### src/rtl/uc1611_pkg.sv
// Shared definitions for the UC1611 bus responder: opcode constants and masks,
// the argument-state enum, register reset defaults and the opcode classifier.
package uc1611_pkg;

   typedef enum logic [1:0] {
      ARG_NONE,
      ARG_GAIN,
      ARG_APC
   } arg_state_e;

   typedef enum logic [4:0] {
      OP_COL_LSB,
      OP_COL_MSB,
      OP_PANEL_PC,
      OP_SCROLL_LSB,
      OP_SCROLL_MSB,
      OP_PAGE_LSB,
      OP_PAGE_MSB,
      OP_GAIN,
      OP_PARTIAL,
      OP_RAM_AC,
      OP_LINE_RATE,
      OP_DISP_EN,
      OP_MAP_CTL,
      OP_GRAY_LC,
      OP_BIAS,
      OP_APC,
      OP_NOP,
      OP_SYS_RESET,
      OP_UNKNOWN
   } op_e;

   // Mask width names the number of low argument bits carried in the opcode.
   localparam logic [7:0] MASK_ARG4  = 8'hF0;
   localparam logic [7:0] MASK_ARG3  = 8'hF8;
   localparam logic [7:0] MASK_ARG2  = 8'hFC;
   localparam logic [7:0] MASK_ARG1  = 8'hFE;
   localparam logic [7:0] MASK_EXACT = 8'hFF;

   localparam logic [7:0] OPC_COL_LSB    = 8'h00;
   localparam logic [7:0] OPC_COL_MSB    = 8'h10;
   localparam logic [7:0] OPC_PANEL_PC   = 8'h28;
   localparam logic [7:0] OPC_APC        = 8'h30;
   localparam logic [7:0] OPC_SCROLL_LSB = 8'h40;
   localparam logic [7:0] OPC_SCROLL_MSB = 8'h50;
   localparam logic [7:0] OPC_PAGE_LSB   = 8'h60;
   localparam logic [7:0] OPC_PAGE_MSB   = 8'h70;
   localparam logic [7:0] OPC_GAIN       = 8'h81;
   localparam logic [7:0] OPC_PARTIAL    = 8'h84;
   localparam logic [7:0] OPC_RAM_AC     = 8'h88;
   localparam logic [7:0] OPC_LINE_RATE  = 8'hA0;
   localparam logic [7:0] OPC_DISP_EN    = 8'hA8;
   localparam logic [7:0] OPC_MAP_CTL    = 8'hC0;
   localparam logic [7:0] OPC_GRAY_LC    = 8'hD0;
   localparam logic [7:0] OPC_SYS_RESET  = 8'hE2;
   localparam logic [7:0] OPC_NOP        = 8'hE3;
   localparam logic [7:0] OPC_BIAS       = 8'hE8;

   localparam logic [1:0] BIAS_RESET   = 2'b11;
   localparam logic [2:0] RAM_AC_RESET = 3'b001;

   function automatic logic opc_match(input logic [7:0] b, input logic [7:0] value,
                                      input logic [7:0] mask);
      return (b & mask) == value;
   endfunction

   function automatic op_e decode_op(input logic [7:0] b);
      op_e op;
      if      (opc_match(b, OPC_COL_LSB,    MASK_ARG4))  op = OP_COL_LSB;
      else if (opc_match(b, OPC_COL_MSB,    MASK_ARG4))  op = OP_COL_MSB;
      else if (opc_match(b, OPC_PANEL_PC,   MASK_ARG2))  op = OP_PANEL_PC;
      else if (opc_match(b, OPC_APC,        MASK_ARG1))  op = OP_APC;
      else if (opc_match(b, OPC_SCROLL_LSB, MASK_ARG4))  op = OP_SCROLL_LSB;
      else if (opc_match(b, OPC_SCROLL_MSB, MASK_ARG4))  op = OP_SCROLL_MSB;
      else if (opc_match(b, OPC_PAGE_LSB,   MASK_ARG4))  op = OP_PAGE_LSB;
      else if (opc_match(b, OPC_PAGE_MSB,   MASK_ARG3))  op = OP_PAGE_MSB;
      else if (opc_match(b, OPC_GAIN,       MASK_EXACT)) op = OP_GAIN;
      else if (opc_match(b, OPC_PARTIAL,    MASK_ARG2))  op = OP_PARTIAL;
      else if (opc_match(b, OPC_RAM_AC,     MASK_ARG3))  op = OP_RAM_AC;
      else if (opc_match(b, OPC_LINE_RATE,  MASK_ARG2))  op = OP_LINE_RATE;
      else if (opc_match(b, OPC_DISP_EN,    MASK_ARG3))  op = OP_DISP_EN;
      else if (opc_match(b, OPC_MAP_CTL,    MASK_ARG3))  op = OP_MAP_CTL;
      else if (opc_match(b, OPC_GRAY_LC,    MASK_ARG2))  op = OP_GRAY_LC;
      else if (opc_match(b, OPC_BIAS,       MASK_ARG2))  op = OP_BIAS;
      else if (opc_match(b, OPC_NOP,        MASK_EXACT)) op = OP_NOP;
      else if (opc_match(b, OPC_SYS_RESET,  MASK_EXACT)) op = OP_SYS_RESET;
      else                                               op = OP_UNKNOWN;
      return op;
   endfunction

endpackage

### src/rtl/uc1611_addr_gen.sv
// Page/column address counters with nibble loads, range check and the
// UC1611 column-first / page-first auto-increment with wrap.
module uc1611_addr_gen #(
   parameter int COLS  = 160,
   parameter int PAGES = 72
) (
   input  logic       clk,
   input  logic       reset,
   input  logic       clear,
   input  logic       load_col_lsb,
   input  logic       load_col_msb,
   input  logic       load_page_lsb,
   input  logic       load_page_msb,
   input  logic [3:0] load_val,
   input  logic       advance,
   input  logic [1:0] ac,
   output logic [6:0] cur_page,
   output logic [7:0] cur_col,
   output logic       in_range
);

   localparam logic [7:0] COL_LAST  = 8'(COLS - 1);
   localparam logic [6:0] PAGE_LAST = 7'(PAGES - 1);

   logic       col_wrap;
   logic       page_wrap;
   logic [7:0] col_step;
   logic [6:0] page_step;

   // Out-of-range counters never equal the last index, so they roll over naturally.
   assign col_wrap  = (cur_col == COL_LAST);
   assign page_wrap = (cur_page == PAGE_LAST);
   assign col_step  = col_wrap  ? 8'd0 : cur_col + 8'd1;
   assign page_step = page_wrap ? 7'd0 : cur_page + 7'd1;
   assign in_range  = (int'(cur_col) < COLS) && (int'(cur_page) < PAGES);

   // NOTE: sequential state uses non-blocking assignments so every register
   // samples the pre-edge values of its neighbours, as the hardware does.
   always_ff @(posedge clk or posedge reset) begin
      if (reset) begin
         cur_col  <= '0;
         cur_page <= '0;
      end else if (clear) begin
         cur_col  <= '0;
         cur_page <= '0;
      end else begin
         if (load_col_lsb)  cur_col[3:0]  <= load_val;
         if (load_col_msb)  cur_col[7:4]  <= load_val;
         if (load_page_lsb) cur_page[3:0] <= load_val;
         if (load_page_msb) cur_page[6:4] <= load_val[2:0];
         if (advance) begin
            if (!ac[1]) begin
               cur_col <= col_step;
               if (col_wrap && ac[0]) cur_page <= page_step;
            end else begin
               cur_page <= page_step;
               if (page_wrap && ac[0]) cur_col <= col_step;
            end
         end
      end
   end

endmodule

### src/rtl/uc1611_bus_rx.sv
// UC1611 parallel-bus responder: edge-detects write strobes, decodes commands
// into configuration registers and turns data bytes into framebuffer writes.
module uc1611_bus_rx
   import uc1611_pkg::*;
#(
   parameter int COLS  = 160,
   parameter int PAGES = 72
) (
   input  logic       clk,
   input  logic       reset,
   input  logic [7:0] lcd_data,
   input  logic       lcd_cd,
   input  logic       lcd_write,
   input  logic       lcd_read,
   input  logic       lcd_cs,
   output logic       fb_we,
   output logic [6:0] fb_page,
   output logic [7:0] fb_col,
   output logic [7:0] fb_data,
   output logic [6:0] cur_page,
   output logic [7:0] cur_col,
   output logic [7:0] scroll,
   output logic [1:0] gray_lc,
   output logic [2:0] map_ctl,
   output logic [1:0] bias,
   output logic [1:0] panel_pc,
   output logic [1:0] gain,
   output logic [5:0] pot,
   output logic [1:0] line_rate,
   output logic [1:0] partial,
   output logic [2:0] ram_ac,
   output logic [7:0] apc,
   output logic [2:0] disp_en,
   output logic       cmd_err
);

   arg_state_e arg_state;
   op_e        op;
   logic       write_q;
   logic       read_q;
   logic       accept;
   logic       read_edge;
   logic       is_cmd;
   logic       is_data;
   logic       cmd_live;
   logic       in_range;
   logic       sys_reset;
   logic       load_col_lsb;
   logic       load_col_msb;
   logic       load_page_lsb;
   logic       load_page_msb;

   // Strobes count only on their own rising edge while selected; a chip select
   // arriving under an already-high strobe therefore never accepts.
   assign accept    = lcd_write && !write_q && lcd_cs;
   assign read_edge = lcd_read && !read_q && lcd_cs;
   assign is_cmd    = accept && !lcd_cd;
   assign is_data   = accept && lcd_cd;
   assign cmd_live  = is_cmd && (arg_state == ARG_NONE);
   assign op        = decode_op(lcd_data);

   always_comb begin
      // NOTE: every always_comb output gets a default first so no path leaves
      // it unassigned, which would otherwise infer a latch.
      load_col_lsb  = 1'b0;
      load_col_msb  = 1'b0;
      load_page_lsb = 1'b0;
      load_page_msb = 1'b0;
      sys_reset     = 1'b0;
      if (cmd_live) begin
         unique case (op)
            OP_COL_LSB:   load_col_lsb  = 1'b1;
            OP_COL_MSB:   load_col_msb  = 1'b1;
            OP_PAGE_LSB:  load_page_lsb = 1'b1;
            OP_PAGE_MSB:  load_page_msb = 1'b1;
            OP_SYS_RESET: sys_reset     = 1'b1;
            default:      ;
         endcase
      end
   end

   uc1611_addr_gen #(
      .COLS  (COLS),
      .PAGES (PAGES)
   ) u_addr_gen (
      .clk           (clk),
      .reset         (reset),
      .clear         (sys_reset),
      .load_col_lsb  (load_col_lsb),
      .load_col_msb  (load_col_msb),
      .load_page_lsb (load_page_lsb),
      .load_page_msb (load_page_msb),
      .load_val      (lcd_data[3:0]),
      .advance       (is_data),
      .ac            (ram_ac[1:0]),
      .cur_page      (cur_page),
      .cur_col       (cur_col),
      .in_range      (in_range)
   );

   always_ff @(posedge clk or posedge reset) begin
      if (reset) begin
         write_q   <= 1'b0;
         read_q    <= 1'b0;
         arg_state <= ARG_NONE;
         fb_we     <= 1'b0;
         fb_page   <= '0;
         fb_col    <= '0;
         fb_data   <= '0;
         scroll    <= '0;
         gray_lc   <= '0;
         map_ctl   <= '0;
         bias      <= BIAS_RESET;
         panel_pc  <= '0;
         gain      <= '0;
         pot       <= '0;
         line_rate <= '0;
         partial   <= '0;
         ram_ac    <= RAM_AC_RESET;
         apc       <= '0;
         disp_en   <= '0;
         cmd_err   <= 1'b0;
      end else begin
         write_q <= lcd_write;
         read_q  <= lcd_read;
         fb_we   <= 1'b0;
         cmd_err <= read_edge;

         if (is_data) begin
            // A data byte aborts any pending argument, then is written as data.
            if (arg_state != ARG_NONE) begin
               cmd_err   <= 1'b1;
               arg_state <= ARG_NONE;
            end
            if (in_range) begin
               fb_we   <= 1'b1;
               fb_page <= cur_page;
               fb_col  <= cur_col;
               fb_data <= lcd_data;
            end
         end else if (is_cmd) begin
            unique case (arg_state)
               ARG_GAIN: begin
                  gain      <= lcd_data[7:6];
                  pot       <= lcd_data[5:0];
                  arg_state <= ARG_NONE;
               end
               ARG_APC: begin
                  apc       <= lcd_data;
                  arg_state <= ARG_NONE;
               end
               default: begin
                  unique case (op)
                     OP_PANEL_PC:   panel_pc     <= lcd_data[1:0];
                     OP_SCROLL_LSB: scroll[3:0]  <= lcd_data[3:0];
                     OP_SCROLL_MSB: scroll[7:4]  <= lcd_data[3:0];
                     OP_GAIN:       arg_state    <= ARG_GAIN;
                     OP_APC:        arg_state    <= ARG_APC;
                     OP_PARTIAL:    partial      <= lcd_data[1:0];
                     OP_RAM_AC:     ram_ac       <= lcd_data[2:0];
                     OP_LINE_RATE:  line_rate    <= lcd_data[1:0];
                     OP_DISP_EN:    disp_en      <= lcd_data[2:0];
                     OP_MAP_CTL:    map_ctl      <= lcd_data[2:0];
                     OP_GRAY_LC:    gray_lc      <= lcd_data[1:0];
                     OP_BIAS:       bias         <= lcd_data[1:0];
                     OP_UNKNOWN:    cmd_err      <= 1'b1;
                     OP_SYS_RESET: begin
                        fb_page   <= '0;
                        fb_col    <= '0;
                        fb_data   <= '0;
                        scroll    <= '0;
                        gray_lc   <= '0;
                        map_ctl   <= '0;
                        bias      <= BIAS_RESET;
                        panel_pc  <= '0;
                        gain      <= '0;
                        pot       <= '0;
                        line_rate <= '0;
                        partial   <= '0;
                        ram_ac    <= RAM_AC_RESET;
                        apc       <= '0;
                        disp_en   <= '0;
                     end
                     default: ;
                  endcase
               end
            endcase
         end
      end
   end

endmodule

### config.mk
export PLATFORM = sky130hd
export DESIGN_NAME = uc1611_bus_rx
export DESIGN_NICKNAME = d
export VERILOG_FILES = /design/src/rtl/uc1611_pkg.sv /design/src/rtl/uc1611_addr_gen.sv /design/src/rtl/uc1611_bus_rx.sv
export SDC_FILE = /design/constraint.sdc
export NUM_CORES = 1
export LEC_CHECK = 0
export ABC_AREA = 1
export CORE_MARGIN = 1.5
export CORE_UTILIZATION = 54
export CTS_BUF_LIST = sky130_fd_sc_hd__clkbuf_8
export DETAILED_ROUTE_END_ITERATION = 8
export HOLD_SLACK_MARGIN = 0.06
export PLACE_DENSITY = 0.94
export SYNTH_ARGS = -nofsm -noshare
export SYNTH_HDL_FRONTEND = slang
export SYNTH_HIERARCHICAL = 1
export SYNTH_SLANG_ARGS = --single-unit
### constraint.sdc
create_clock -name clk -period 2.6 [get_ports clk]
set_input_delay 0.26 -clock clk [delete_from_list [all_inputs] [get_ports clk]]
set_output_delay 0.26 -clock clk [all_outputs]
set_load 0.1 [all_outputs]
==> images/pdn.png <==
The bar under the picture is 20 um long. Pins as bars on the die edge. Tap cells in gray.
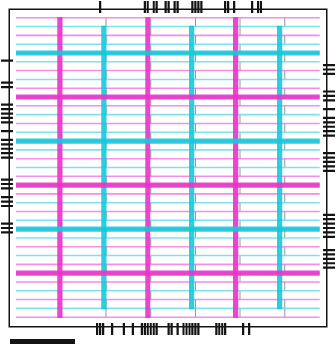
| color | net |
|---|---|
| cyan | VDD |
| magenta | VSS |
met4 straps: 6
signal pins: 97
tap cells: 108

==> images/cell_classes.png <==
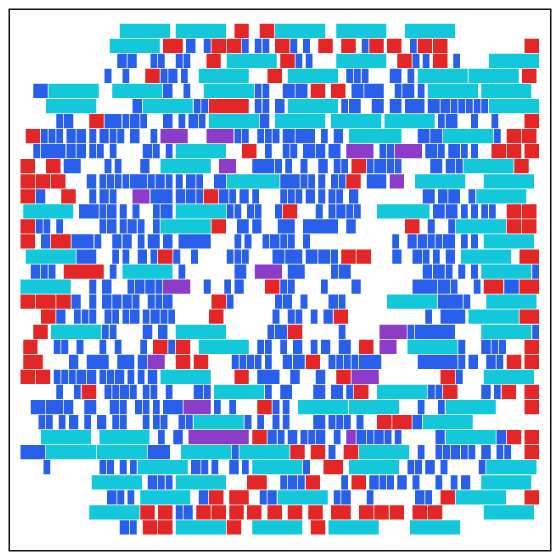
| color | class | cells | share of their area |
|---|---|---|---|
| red | other buffers and delay cells | 130 | 17% |
| purple | clock drivers and dummy loads | 16 | 3.4% |
| blue | all other logic | 533 | 42% |
| cyan | flip-flops | 87 | 37% |

==> images/clock_map.png <==
The bar under the picture is 20 um long.
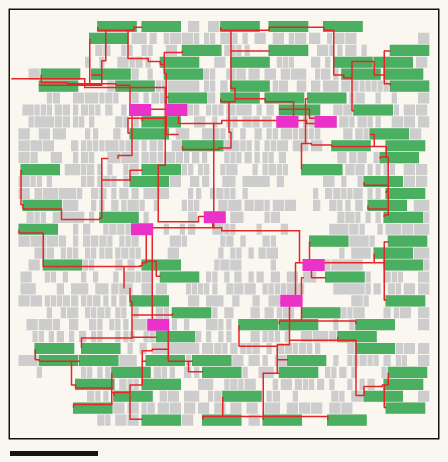
[red] clock wires | length: 1,090 um
[magenta] cells driving clock nets | count: 9
[green] flip-flops | count: 87
routed clock nets: 10
flops lie: spread over the die

==> images/metal_stack.png <==
The bar under the picture is 20 um long. Only two layers are drawn.
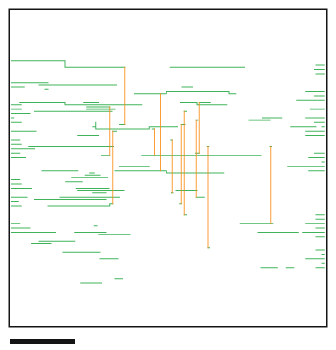
| color | layer | wire length |
|---|---|---|
| green | met3 | 831 um |
| orange | met4 | 254 um |

==> flow_summary.yaml <==
# yosys + openroad results
global_routing:
  grt_overflow: 0
  use_met2_pct: 49.6
  grt_pass1_wl_um: 22200
  grt_max_degree: 63
  grt_pass1_vias: 4688
  antenna_found_initial: 0
  use_met3_pct: 5.97
setup_path:
  cp.arrival_ps: 2520
  cp_cell_sequence: "clkdlybuf4s50_1, buf_4, nand2_4, nor2_1, nor2_2, nand2_1, nor2_2, nand3_4, inv_2, nor2_1, nand2_1, nor3_1, buf_4, nor2_1, a21oi_1, a21oi_1, nor2_1"
  critical_path.slowest_cell: "clkdlybuf4s50_1"
  worstSetupPathType: "in2reg"
  r2r-end: "fb_col[5]"
  critPathMostFrequentCell: "nor2_1"
  crit_fanout: 6
  required_ps: 2850
  cp_top_family: "simple AND/OR/NAND/NOR gates"
  path_depth: 17
  r2r_setup_slack_ps: 690
  cp_slowest_stage_delay_ps: 530
  cp-end-kind: "flip-flop"
  worstReg2RegStart: "write_q"
  cp.buffers_inverters: 4
  crit_end: "u_addr_gen/cur_page[5]"
sta:
  finalHoldViolations: 0
  slew_headroom_pct: 58.3
  fin_setup_tns_ps: 0
  finClkSkew_ps: 16.7
  period_used_pct: 87.6
  max_freq_ghz: 0.439
  min_period_ps: 2280
  fin_hold_ws_ps: 177
  setup_ws_ps: 322
  maxSlewViolCount: 0
  setup_viol: 0
cells_and_area:
  diodes: 0
  buffer_area_share_pct: 17.0
  final_cells: 874
  logic_gates: 474
  n_clock_buffer: 9
  layout_top_cell: "nand2_1"
  comb_area_sq_um: 2290
  non_clock_inverter_count: 59
  syn2layout_area_growth_pct: 25.6
  num-nonclk-buffers: 130
  sh_comb_area_pct: 37.8
  final_area_sq_um: 6070
  final_core_util_pct: 69.9
  fillers: 737
  clock_area_share_pct: 3.32
placement:
  place_hpwl_um: 9940
  port_buffers: 96
  place_congestion: 0.902
  place_ws_ps: 9.01
  dpl.cell_count: 858
  post_dp_cell_area_sq_um: 5870
route:
  antenna_left: 0
  wl_met3_um: 831
  avgViaCountPerCell: 5.46
  wl_met2_um: 6680
  first_pass_iters: 5
  num_vias: 4772
  drt-wirelength-per-cell_um: 15.2
  drtIter0Drc: 283
  routed_wirelength_um: 13300
clocking:
  clk_path_buf_depth: 2
  cts_resized: 0
  numCtsBuffers: 9
  clk_pin_slew_ps: 90
  cts_hold_buf: 0
  cts_tree: "built"
  cts-root-buf: "clkbuf_8"
  cts.sinks: 87
  clkLatencyLatePin_ps: 360
synth:
  synthCells: 644
  async_reset_ff_share_pct: 100
  yosysWarnings: 6
  top_cells_by_area: "dfrtp_1 (44%), nand2_1 (13%), nor2_1 (8.5%)"
  aoi_share_pct: 9.84
  synth.logic.top_family: "simple AND/OR/NAND/NOR gates"
  syn_area_per_cell_sq_um: 7.50
  edf_count: 0
  synth.top_cells.by_count: "nand2_1 (167), nor2_1 (109), dfrtp_1 (84), a21oi_1 (59), inv_1 (49)"
  fa_ha_area_share_pct: 1.29
  ys_area_sq_um: 4830
  synthesis.nets: 663
  synth_cell_types: 34
  synth_seq_share_pct: 45.1
  most_common_cell: "nand2_1"
  yosys_cells: 644
  synth-main-ff-cell: "dfrtp_1"
  ys_ff: 87
  simple_gate_share_pct: 35.2
  ys_sh_xor_pct: 0.906
  yosys.area.top_type: "dfrtp_1"
  synth_top_area_share_pct: 43.5
run_status:
  outcome: "complete, no violations"
floorplan:
  core_sq_um: 8680
  initCoreUtil_pct: 55.7
  die_y_um: 97.6
flow_run:
  warning_count: 28
hold_path:
  hold_path_class: "in2async"
